===== config.mk =====
export PLATFORM = sky130hd
export DESIGN_NAME = uart_loader
export DESIGN_NICKNAME = d
export VERILOG_FILES = /design/src/rtl/uart_loader.sv
export SDC_FILE = /design/constraint.sdc
export NUM_CORES = 1
export LEC_CHECK = 0
export CORE_UTILIZATION = 48
export CTS_CLUSTER_DIAMETER = 150
export DETAILED_ROUTE_END_ITERATION = 12
export HOLD_SLACK_MARGIN = 0.12
export MAX_ROUTING_LAYER = met4
export PLACE_DENSITY = 0.76
export SETUP_SLACK_MARGIN = 0.2
export SLEW_MARGIN = 10
export SYNTH_ARGS = -nofsm -noshare
export SYNTH_HDL_FRONTEND = slang
export SYNTH_SLANG_ARGS = --single-unit
export TNS_END_PERCENT = 10

===== constraint.sdc =====
create_clock -name clk -period 1.92 [get_ports clk]
set_input_delay 0.288 -clock clk [delete_from_list [all_inputs] [get_ports clk]]
set_output_delay 0.288 -clock clk [all_outputs]
set_load 0.005 [all_outputs]

===== src/rtl/uart_loader.sv =====
// 8N1 UART receiver that packs bytes little-endian into 32-bit words for the boot-time memory download.
// Raises uart_done a fixed delay after the last word so the core leaves reset with memory fully written.
module uart_loader #(
  parameter int          CLKS_PER_BIT = 10417,
  parameter int          WORD_CNT     = 4096,
  parameter logic [31:0] BASE_ADDR    = 32'h0000_0000,
  parameter int          DONE_DELAY   = 16
) (
  input  logic        clk,
  input  logic        rst,
  input  logic        rx,
  output logic [31:0] uart_data,
  output logic [31:0] uart_addr,
  output logic        uart_done,
  output logic        frame_err,
  output logic [15:0] word_idx
);

  localparam int CMAX = (CLKS_PER_BIT > DONE_DELAY) ? CLKS_PER_BIT : DONE_DELAY;
  localparam int CW   = $clog2(CMAX + 1);
  localparam logic [CW-1:0] C_HALF_M1 = CW'(CLKS_PER_BIT / 2 - 1);
  localparam logic [CW-1:0] C_BIT_M1  = CW'(CLKS_PER_BIT - 1);
  localparam logic [CW-1:0] C_DD      = CW'(DONE_DELAY);
  localparam logic [15:0]   C_LAST    = 16'(WORD_CNT - 1);

  typedef enum logic [2:0] {
    S_IDLE, S_START, S_DATA, S_STOP, S_HOLD, S_DONE
  } state_t;

  state_t        r_state;
  logic [1:0]    r_sync;
  logic [CW-1:0] r_cnt;
  logic [2:0]    r_bit;
  logic [7:0]    r_shift;
  logic [1:0]    r_byte_cnt;
  logic [7:0]    r_b0;
  logic [7:0]    r_b1;
  logic [7:0]    r_b2;
  logic          w_rxs;

  assign w_rxs = r_sync[1];

  always_ff @(posedge clk) begin
    if (rst) begin
      r_state    <= S_IDLE;
      r_sync     <= 2'b11;
      r_cnt      <= '0;
      r_bit      <= 3'd0;
      r_shift    <= 8'd0;
      r_byte_cnt <= 2'd0;
      r_b0       <= 8'd0;
      r_b1       <= 8'd0;
      r_b2       <= 8'd0;
      uart_data  <= 32'd0;
      uart_addr  <= BASE_ADDR;
      uart_done  <= 1'b0;
      frame_err  <= 1'b0;
      word_idx   <= 16'd0;
    end else begin
      r_sync <= {r_sync[0], rx};
      case (r_state)
        S_IDLE: begin
          if (!w_rxs) begin
            r_state <= S_START;
            r_cnt   <= '0;
          end
        end
        S_START: begin
          // Mid-start-bit check; a line that is already high again was a glitch.
          if (r_cnt == C_HALF_M1) begin
            r_cnt <= '0;
            if (w_rxs) begin
              r_state <= S_IDLE;
            end else begin
              r_state <= S_DATA;
              r_bit   <= 3'd0;
            end
          end else begin
            r_cnt <= r_cnt + CW'(1);
          end
        end
        S_DATA: begin
          if (r_cnt == C_BIT_M1) begin
            r_cnt   <= '0;
            r_shift <= {w_rxs, r_shift[7:1]};
            r_bit   <= r_bit + 3'd1;
            if (r_bit == 3'd7) r_state <= S_STOP;
          end else begin
            r_cnt <= r_cnt + CW'(1);
          end
        end
        S_STOP: begin
          if (r_cnt == C_BIT_M1) begin
            r_cnt   <= '0;
            r_state <= S_IDLE;
            if (w_rxs) begin
              r_byte_cnt <= r_byte_cnt + 2'd1;
              case (r_byte_cnt)
                2'd0: r_b0 <= r_shift;
                2'd1: r_b1 <= r_shift;
                2'd2: r_b2 <= r_shift;
                default: begin
                  // Data and address move together so memory never sees a torn word.
                  uart_data <= {r_shift, r_b2, r_b1, r_b0};
                  uart_addr <= BASE_ADDR + {14'd0, word_idx, 2'b00};
                  word_idx  <= word_idx + 16'd1;
                  if (word_idx == C_LAST) r_state <= S_HOLD;
                end
              endcase
            end else begin
              frame_err <= 1'b1;
            end
          end else begin
            r_cnt <= r_cnt + CW'(1);
          end
        end
        S_HOLD: begin
          if (r_cnt == C_DD) begin
            r_state   <= S_DONE;
            uart_done <= 1'b1;
          end else begin
            r_cnt <= r_cnt + CW'(1);
          end
        end
        S_DONE: r_state <= S_DONE;
        default: r_state <= S_IDLE;
      endcase
    end
  end

endmodule

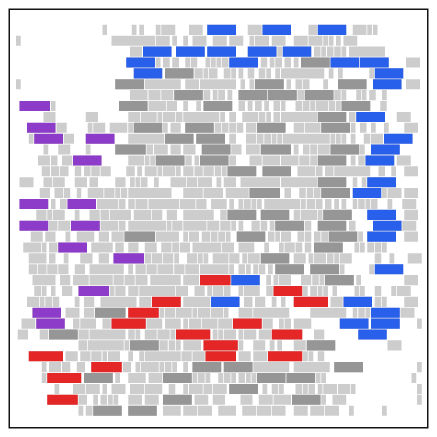
**Above:** sequential cells coloured by netlist name.
(4 px per um)
- purple: r_cnt (flops 14; where west)
- red: word_idx (flops 16)
- blue: uart_data (flops 32)
Final Core Density: 0.726
FF+latch area: 0.00249 mm2
Flop+latch power: 2.54 mW

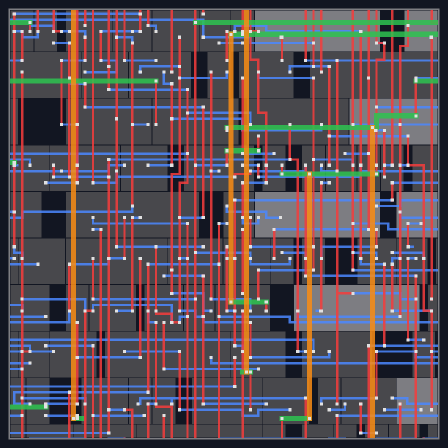
**Above:** layout detail.
Window x 40 to 65, y 40 to 65 um. Cells in grey, sequential cells in the stronger grey; small squares are vias.
- blue: M1
- green: M3
- red: M2
- orange: M4
- cells with their middle in the window: 58
- most frequent: nand2_1 (13), buf_4 (11), a21oi_1 (4)
- netlist names of flops here include: r_shift (2)
- sequential cells in the window: 4

==> flow_metrics.env <==
# physical design summary
export IMPL_status="complete, but fails checks"
export IMPL_violations="negative setup slack"
export IMPL_grt_pass1_wl_mm=21.9
export IMPL_num_multi_input_gates=451
export IMPL_rows=36
export IMPL_nClkBuffers=18
export IMPL_design_core_area_mm2=0.00995
export IMPL_syn_inst=614
export IMPL_wl_mm=13.6
export IMPL_grt_max_degree=50
export IMPL_worst_pin_slew_ns=0.578
export IMPL_critical_path_arrival_ns=2.39
export IMPL_crit_family="simple AND/OR/NAND/NOR gates"
export IMPL_synthAoiAreaFrac=0.118
export IMPL_final_hold_violation_count=0
export IMPL_worst_slack_ns=-0.0633
export IMPL_drc=0
export IMPL_critPathMaxStageDelay_ns=0.41
export IMPL_largest_register="uart_data"
export IMPL_logic_area_mm2=0.00267
export IMPL_nonClkBufAreaFrac=0.179
export IMPL_top_cells_by_count="nand2_1 (166), dfxtp_1 (122), a21oi_1 (84), nand3_1 (41), nor2_1 (33)"
export IMPL_async_reset_ff_frac=0
export IMPL_dpl_cell_area_mm2=0.00609
export IMPL_cp_max_fo=3
export IMPL_n_antenna_cell=0
export IMPL_antenna_found_initial=0
export IMPL_internal_power_mw=4.64
export IMPL_clock_area_frac=0.0815
export IMPL_slowest_stage="or3_4"
export IMPL_crit_path_end="r_bit[0]"
export IMPL_cts_made_buffers=17
export IMPL_ff_count=122
export IMPL_regToRegStartpoint="r_cnt[0]"
export IMPL_fin_area_mm2=0.00723
export IMPL_top_cell="nand2_1"
export IMPL_hold_ws_ns=0.248
export IMPL_setup_viol=18
export IMPL_rsz0062_at_grt="true"
export IMPL_synth_warnings=0
export IMPL_required_ns=2.33
export IMPL_placed_cells=827
export IMPL_firstDrtPassIters=5
export IMPL_via_per_inst=5.33
export IMPL_cts_sinks=122
export IMPL_crit_chain="buf_4 -> ha_2 -> and4_1 -> nand4_1 -> or3_4 -> o31ai_4 -> a21oi_2 -> mux2_2"
export IMPL_switching_share=0.231
Power and IR drop assume default switching activity.
